[src/rtl/ext_sram_mux_if.sv]
// ext_sram_mux_if: groups the core request port and the multiplexed SRAM bus.
//   master: core/board side (drives the request, din and sram_rdy)
//   slave : controller side (drives completion, dtr and all bus strobes)
//   core  : valid, rw, size, addri, dtw -> ready, busy, dtr
//   bus   : din, sram_rdy -> dout, ale0, ale1, oe, we, bhe, ble, isout
interface ext_sram_mux_if;
  logic        valid;
  logic        rw;
  logic [1:0]  size;
  logic [31:0] addri;
  logic [31:0] dtw;
  logic        ready;
  logic        busy;
  logic [31:0] dtr;
  logic [15:0] din;
  logic [15:0] dout;
  logic        ale0;
  logic        ale1;
  logic        oe;
  logic        we;
  logic        bhe;
  logic        ble;
  logic        isout;
  logic        sram_rdy;

  modport master (
    output valid, rw, size, addri, dtw, din, sram_rdy,
    input  ready, busy, dtr, dout, ale0, ale1, oe, we, bhe, ble, isout
  );

  modport slave (
    input  valid, rw, size, addri, dtw, din, sram_rdy,
    output ready, busy, dtr, dout, ale0, ale1, oe, we, bhe, ble, isout
  );
endinterface

[src/rtl/ext_sram_mux.sv]
// ext_sram_mux: external SRAM controller for a 16-bit multiplexed address/data
// bus. A byte/half/word request at any alignment is split into 1-3 halfword
// beats, each driven as address-low, address-high, strobe, recovery.
// Parameters: AW physical address width (18..32), WS extra strobe cycles (0..15).
// Ports: clk, reset (sync, active-high), bus (ext_sram_mux_if.slave).
// Optional feature macro: EXT_SRAM_RDY_EN -- when defined, the strobe phase is
// stretched while bus.sram_rdy is low after the wait count has run out.
//
// state | meaning
// IDLE  | waiting for valid; request latched on accept
// A0    | low halfword-address phase (ale0)
// A1    | high address phase (ale1), dout[15] flags an upper-lane-only beat
// S     | strobe phase, WS+1 cycles (plus sram_rdy stretch when enabled)
// R     | recovery; ready pulses here on the last beat
module ext_sram_mux #(
  parameter int AW = 32,
  parameter int WS = 1
) (
  input logic           clk,
  input logic           reset,
  ext_sram_mux_if.slave bus
);
  typedef enum logic [2:0] {IDLE, A0, A1, S, R} state_t;
  state_t state;

  logic          rw_q;
  logic [1:0]    size_q;
  logic [AW-1:0] addr_q;
  logic [31:0]   dtw_q;
  logic [1:0]    beat;
  logic [1:0]    nbeats;
  logic [3:0]    wcnt;
  logic [31:0]   rdata;

  logic ready_r, busy_r, ale0_r, ale1_r, oe_r, we_r, bhe_r, ble_r, isout_r;
  logic [15:0] dout_r;
  logic [31:0] dtr_r;

  // Beat view: describes the beat whose outputs are registered at this edge.
  // In IDLE it looks at the live request, in R at the following beat.
  logic [AW-1:0] c_addr;
  logic [1:0]    c_size;
  logic [1:0]    c_beat;
  logic [3:0]    c_n, c_o, c_end, c_p0, c_p1, c_nb4;
  logic          c_en0, c_en1;
  logic [1:0]    c_i0, c_i1;
  logic [AW-2:0] c_hw;
  logic [31:0]   c_hw32;
  logic [15:0]   c_wdata;
  logic [31:0]   c_rmerge;
  logic          last_beat;
  logic          s_go;

  always_comb begin
    c_addr = addr_q;
    c_size = size_q;
    c_beat = beat;
    if (state == IDLE) begin
      c_addr = bus.addri[AW-1:0];
      c_size = bus.size;
      c_beat = 2'd0;
    end else if (state == R) begin
      c_beat = beat + 2'd1;
    end
    case (c_size)
      2'd0:    c_n = 4'd1;
      2'd1:    c_n = 4'd2;
      default: c_n = 4'd4;
    endcase
    c_o   = {3'b000, c_addr[0]};
    c_end = c_o + c_n;
    // byte positions carried on lane0/lane1 of this beat
    c_p0  = {1'b0, c_beat, 1'b0};
    c_p1  = c_p0 + 4'd1;
    c_en0 = (c_p0 >= c_o) && (c_p0 < c_end);
    c_en1 = (c_p1 >= c_o) && (c_p1 < c_end);
    // request byte index of each lane; only meaningful when the lane is used
    c_i0  = 2'(c_p0 - c_o);
    c_i1  = 2'(c_p1 - c_o);
    c_nb4 = (c_end + 4'd1) >> 1;
    // halfword address wraps silently modulo 2^(AW-1)
    c_hw   = c_addr[AW-1:1] + {{(AW-3){1'b0}}, c_beat};
    c_hw32 = {{(33-AW){1'b0}}, c_hw};
    c_wdata = 16'd0;
    if (c_en0) c_wdata[7:0]  = dtw_q[{c_i0, 3'b000} +: 8];
    if (c_en1) c_wdata[15:8] = dtw_q[{c_i1, 3'b000} +: 8];
    c_rmerge = rdata;
    if (c_en0) c_rmerge[{c_i0, 3'b000} +: 8] = bus.din[7:0];
    if (c_en1) c_rmerge[{c_i1, 3'b000} +: 8] = bus.din[15:8];
  end

  assign last_beat = (beat == nbeats - 2'd1);

`ifdef EXT_SRAM_RDY_EN
  assign s_go = (wcnt == 4'd0) && bus.sram_rdy;
`else
  assign s_go = (wcnt == 4'd0);
`endif

  always_ff @(posedge clk) begin
    if (reset) begin
      state   <= IDLE;
      rw_q    <= 1'b0;
      size_q  <= 2'd0;
      addr_q  <= '0;
      dtw_q   <= 32'd0;
      beat    <= 2'd0;
      nbeats  <= 2'd0;
      wcnt    <= 4'd0;
      rdata   <= 32'd0;
      ready_r <= 1'b0;
      busy_r  <= 1'b0;
      ale0_r  <= 1'b0;
      ale1_r  <= 1'b0;
      oe_r    <= 1'b0;
      we_r    <= 1'b0;
      bhe_r   <= 1'b0;
      ble_r   <= 1'b0;
      isout_r <= 1'b0;
      dout_r  <= 16'd0;
      dtr_r   <= 32'd0;
    end else begin
      case (state)
        IDLE: begin
          if (bus.valid) begin
            rw_q    <= bus.rw;
            size_q  <= bus.size;
            addr_q  <= bus.addri[AW-1:0];
            dtw_q   <= bus.dtw;
            beat    <= 2'd0;
            nbeats  <= c_nb4[1:0];
            rdata   <= 32'd0;
            busy_r  <= 1'b1;
            ale0_r  <= 1'b1;
            isout_r <= 1'b1;
            dout_r  <= c_hw32[15:0];
            state   <= A0;
          end
        end
        A0: begin
          ale0_r <= 1'b0;
          ale1_r <= 1'b1;
          dout_r <= {~c_en0, c_hw32[30:16]};
          state  <= A1;
        end
        A1: begin
          ale1_r  <= 1'b0;
          oe_r    <= ~rw_q;
          we_r    <= rw_q;
          isout_r <= rw_q;
          bhe_r   <= c_en1;
          ble_r   <= c_en0;
          dout_r  <= rw_q ? c_wdata : 16'd0;
          wcnt    <= 4'(WS);
          state   <= S;
        end
        S: begin
          if (wcnt != 4'd0) begin
            wcnt <= wcnt - 4'd1;
          end else if (s_go) begin
            oe_r    <= 1'b0;
            we_r    <= 1'b0;
            bhe_r   <= 1'b0;
            ble_r   <= 1'b0;
            isout_r <= 1'b0;
            dout_r  <= 16'd0;
            if (!rw_q) begin
              rdata <= c_rmerge;
              // dtr only moves when a read completes
              if (last_beat) dtr_r <= c_rmerge;
            end
            ready_r <= last_beat;
            state   <= R;
          end
        end
        R: begin
          ready_r <= 1'b0;
          if (last_beat) begin
            busy_r <= 1'b0;
            state  <= IDLE;
          end else begin
            beat    <= beat + 2'd1;
            ale0_r  <= 1'b1;
            isout_r <= 1'b1;
            dout_r  <= c_hw32[15:0];
            state   <= A0;
          end
        end
        default: state <= IDLE;
      endcase
    end
  end

  assign bus.ready = ready_r;
  assign bus.busy  = busy_r;
  assign bus.dtr   = dtr_r;
  assign bus.dout  = dout_r;
  assign bus.ale0  = ale0_r;
  assign bus.ale1  = ale1_r;
  assign bus.oe    = oe_r;
  assign bus.we    = we_r;
  assign bus.bhe   = bhe_r;
  assign bus.ble   = ble_r;
  assign bus.isout = isout_r;

  // address bits above AW, sram_rdy in the fixed-timing build and spare
  // arithmetic bits are intentionally not consumed
  logic unused_bits;
  assign unused_bits = ^{bus.addri, bus.sram_rdy, c_nb4[3:2], c_hw32[31]};
endmodule

[src/flat_wrapper.sv]
// flat-port wrapper written by rule: the top's interface ports become plain ports
module ext_sram_mux_flat 
#(
  parameter int AW = 32,
  parameter int WS = 1
)
  (clk, reset, bus_valid, bus_rw, bus_size, bus_addri, bus_dtw, bus_din, bus_sram_rdy, bus_ready, bus_busy, bus_dtr, bus_dout, bus_ale0, bus_ale1, bus_oe, bus_we, bus_bhe, bus_ble, bus_isout);
  ext_sram_mux_if bus_i ();
  input logic clk;
  input logic reset;
  input wire logic [$bits(bus_i.valid)-1:0] bus_valid;
  input wire logic [$bits(bus_i.rw)-1:0] bus_rw;
  input wire logic [$bits(bus_i.size)-1:0] bus_size;
  input wire logic [$bits(bus_i.addri)-1:0] bus_addri;
  input wire logic [$bits(bus_i.dtw)-1:0] bus_dtw;
  input wire logic [$bits(bus_i.din)-1:0] bus_din;
  input wire logic [$bits(bus_i.sram_rdy)-1:0] bus_sram_rdy;
  output wire logic [$bits(bus_i.ready)-1:0] bus_ready;
  output wire logic [$bits(bus_i.busy)-1:0] bus_busy;
  output wire logic [$bits(bus_i.dtr)-1:0] bus_dtr;
  output wire logic [$bits(bus_i.dout)-1:0] bus_dout;
  output wire logic [$bits(bus_i.ale0)-1:0] bus_ale0;
  output wire logic [$bits(bus_i.ale1)-1:0] bus_ale1;
  output wire logic [$bits(bus_i.oe)-1:0] bus_oe;
  output wire logic [$bits(bus_i.we)-1:0] bus_we;
  output wire logic [$bits(bus_i.bhe)-1:0] bus_bhe;
  output wire logic [$bits(bus_i.ble)-1:0] bus_ble;
  output wire logic [$bits(bus_i.isout)-1:0] bus_isout;
  assign bus_i.valid = bus_valid;
  assign bus_i.rw = bus_rw;
  assign bus_i.size = bus_size;
  assign bus_i.addri = bus_addri;
  assign bus_i.dtw = bus_dtw;
  assign bus_i.din = bus_din;
  assign bus_i.sram_rdy = bus_sram_rdy;
  assign bus_ready = bus_i.ready;
  assign bus_busy = bus_i.busy;
  assign bus_dtr = bus_i.dtr;
  assign bus_dout = bus_i.dout;
  assign bus_ale0 = bus_i.ale0;
  assign bus_ale1 = bus_i.ale1;
  assign bus_oe = bus_i.oe;
  assign bus_we = bus_i.we;
  assign bus_bhe = bus_i.bhe;
  assign bus_ble = bus_i.ble;
  assign bus_isout = bus_i.isout;
  ext_sram_mux #(.AW(AW), .WS(WS)) u_core (.clk(clk), .reset(reset), .bus(bus_i));
endmodule
[config.mk]
export PLATFORM = sky130hd
export DESIGN_NAME = ext_sram_mux_flat
export DESIGN_NICKNAME = d
export VERILOG_FILES = /design/src/rtl/ext_sram_mux_if.sv /design/src/rtl/ext_sram_mux.sv /design/src/flat_wrapper.sv
export SDC_FILE = /design/constraint.sdc
export NUM_CORES = 1
export LEC_CHECK = 0
export CORE_MARGIN = 5
export CORE_UTILIZATION = 59
export DETAILED_ROUTE_END_ITERATION = 7
export GPL_TIMING_DRIVEN = 0
export MAX_ROUTING_LAYER = met4
export PLACE_DENSITY = 0.95
export RECOVER_POWER = 50
export SLEW_MARGIN = 20
export SYNTH_ARGS = -nofsm -noshare
export SYNTH_HDL_FRONTEND = slang
export SYNTH_SLANG_ARGS = --single-unit
[constraint.sdc]
create_clock -name clk -period 8.51 [get_ports clk]
set_input_delay 2.1275 -clock clk [delete_from_list [all_inputs] [get_ports clk]]
set_output_delay 2.1275 -clock clk [all_outputs]
set_load 0.01 [all_outputs]
**Power grid**

Pins as bars on the die edge. Tap cells in gray.
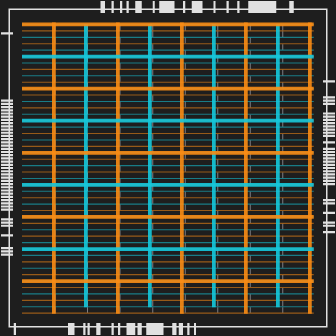
color	net
cyan	VDD
orange	VSS
met5 straps	9
met4 straps	9
met1 rails	46
die width: 134.0 um
Core Area: 15,150 um^2
die height: 134.0 um
Peak VDD IR: 222.1 uV

**Placed cells, one color a class**

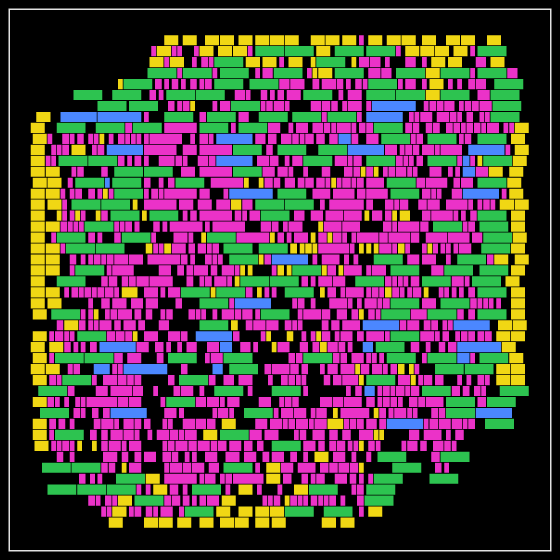
color	class	cells
blue	clock drivers and dummy loads	32
magenta	remaining logic cells	893
yellow	remaining buffers and delay cells	217
green	registers	167
register share of the cell area: 0.2942
post-route cell area: 11,360 um^2
Util after Layout: 0.7503
FP Rows: 45

==> out/metrics.cfg <==
[yosys]
aoi_share=0.2042
yosys_warnings=0
common_cells=nand2_1 (233), dfxtp_1 (167), a21oi_1 (102)
yosysSeqAreaShare=0.3687
mappedNetlistArea_um2=9069
synth_top_cell_by_count=nand2_1
edf_count=0
topCombFamilyByArea=simple AND/OR/NAND/NOR gates
xor_share=0.03767
avgSynthCellArea_um2=7.976
synth-async-reset-ratio=0
synth_cells=1137
synthAdderAreaFrac=0.02428
ys_cells=1137
synth_chip_area_um2=9069

[final_timing]
setup_viol=0
finalHoldViolCount=0
whs_ps=459.2
max_freq_mhz=173.6
fin_crit_sh=0.6769
slew_violations=0
fin_crit_ps=5760
slew_headroom=0.3748
skew_ps=9.161

[worst_setup_path]
r2r-end=u_core.bus.dtr[9]$_SDFFE_PP0P_
crit_slowest_cell=nor3_1
cp.depth=13
crit_fanout=10
crit_required_ps=8860
startpoint=bus_addri[0]
crit_chain=clkbuf_1 -> mux2i_4 -> inv_4 -> ha_1 -> xnor2_1 -> inv_1 -> ha_1 -> inv_1 -> a21oi_1 -> nand2_1 -> nor3_1 -> nand2_1 -> a41oi_1
crit_arrival_ps=6110
critPathCapture=u_core.bus.dtr[9]$_SDFFE_PP0P_
crit_family=simple AND/OR/NAND/NOR gates
regToRegStartpoint=u_core.state[1]$_SDFFE_PP0P_
crit_type=input port to flip-flop

[routing]
dr.pass1.iters=6
routedWlPerCell_um=20.50
vias=9783
drc_errors=0

[cts]
cts_resized=0
cts_tree=yes
clk_pin_slew_ps=70
cts_root_buf=clkbuf_16
cts.sinks=167

[worst_hold_path]
hold_end=u_core.rdata[10]$_SDFFE_PP0P_
min_from=u_core.rdata[10]$_SDFFE_PP0P_
hold_path_depth=1
hold_path.class=flip-flop to flip-flop

[finish]
nFillCells=1110
largest_cell_class=combinational gates
n_clock_buffer=18
clock_area_frac=0.05748
inverters=21
flops=167
buffers=217
seqCellArea_um2=3343
comb_share=0.4685
diodes=0
drive_gt1_frac=0.07181

[placement]
placed_area_um2=10710
numPortBuffers=140
gp_congestion=1.051
dp_cells=1465
place_ws_ps=2488

[pwr]
p_switching_mw=0.7053
p_per_area_nw_per_um2=198.3
clkPwrFrac=0.384
leakage_nw=4.337
pwr-share-seq=0.388
p_comb_frac=0.228

[status]
status=completed

[die]
initCoreUtil=0.5988
dieArea_um2=17950

[global_route]
grt_pass1_vias=9418
grt-ovfl-total=0

## state kept, by name (all words and copies together), names as in the netlist, 2 cells and up
signal,cells
u_core.addr_q,32
u_core.state,3
u_core.dtw_q,32
u_core.rdata,32
u_core.bus.dtr,32
u_core.beat,2
u_core.size_q,2
u_core.bus.dout,16
u_core.nbeats,2
u_core.wcnt,4
## routing by layer
| metal | up-vias | wire, um | global-route usage | share of wire |
|---|---|---|---|---|
| li1 | 4370 | - | - | - |
| met1 | 4548 | 11810 | 0.4371 | 0.38 |
| met2 | 714 | 13940 | 0.5410 | 0.45 |
| met3 | 151 | 3521 | 0.07614 | 0.11 |
| met4 | 0 | 1411 | 0.1583 | 0.046 |
| met5 | - | 0 | - | 0 |
No activity file was given, so power comes from the tool's default toggle rates.
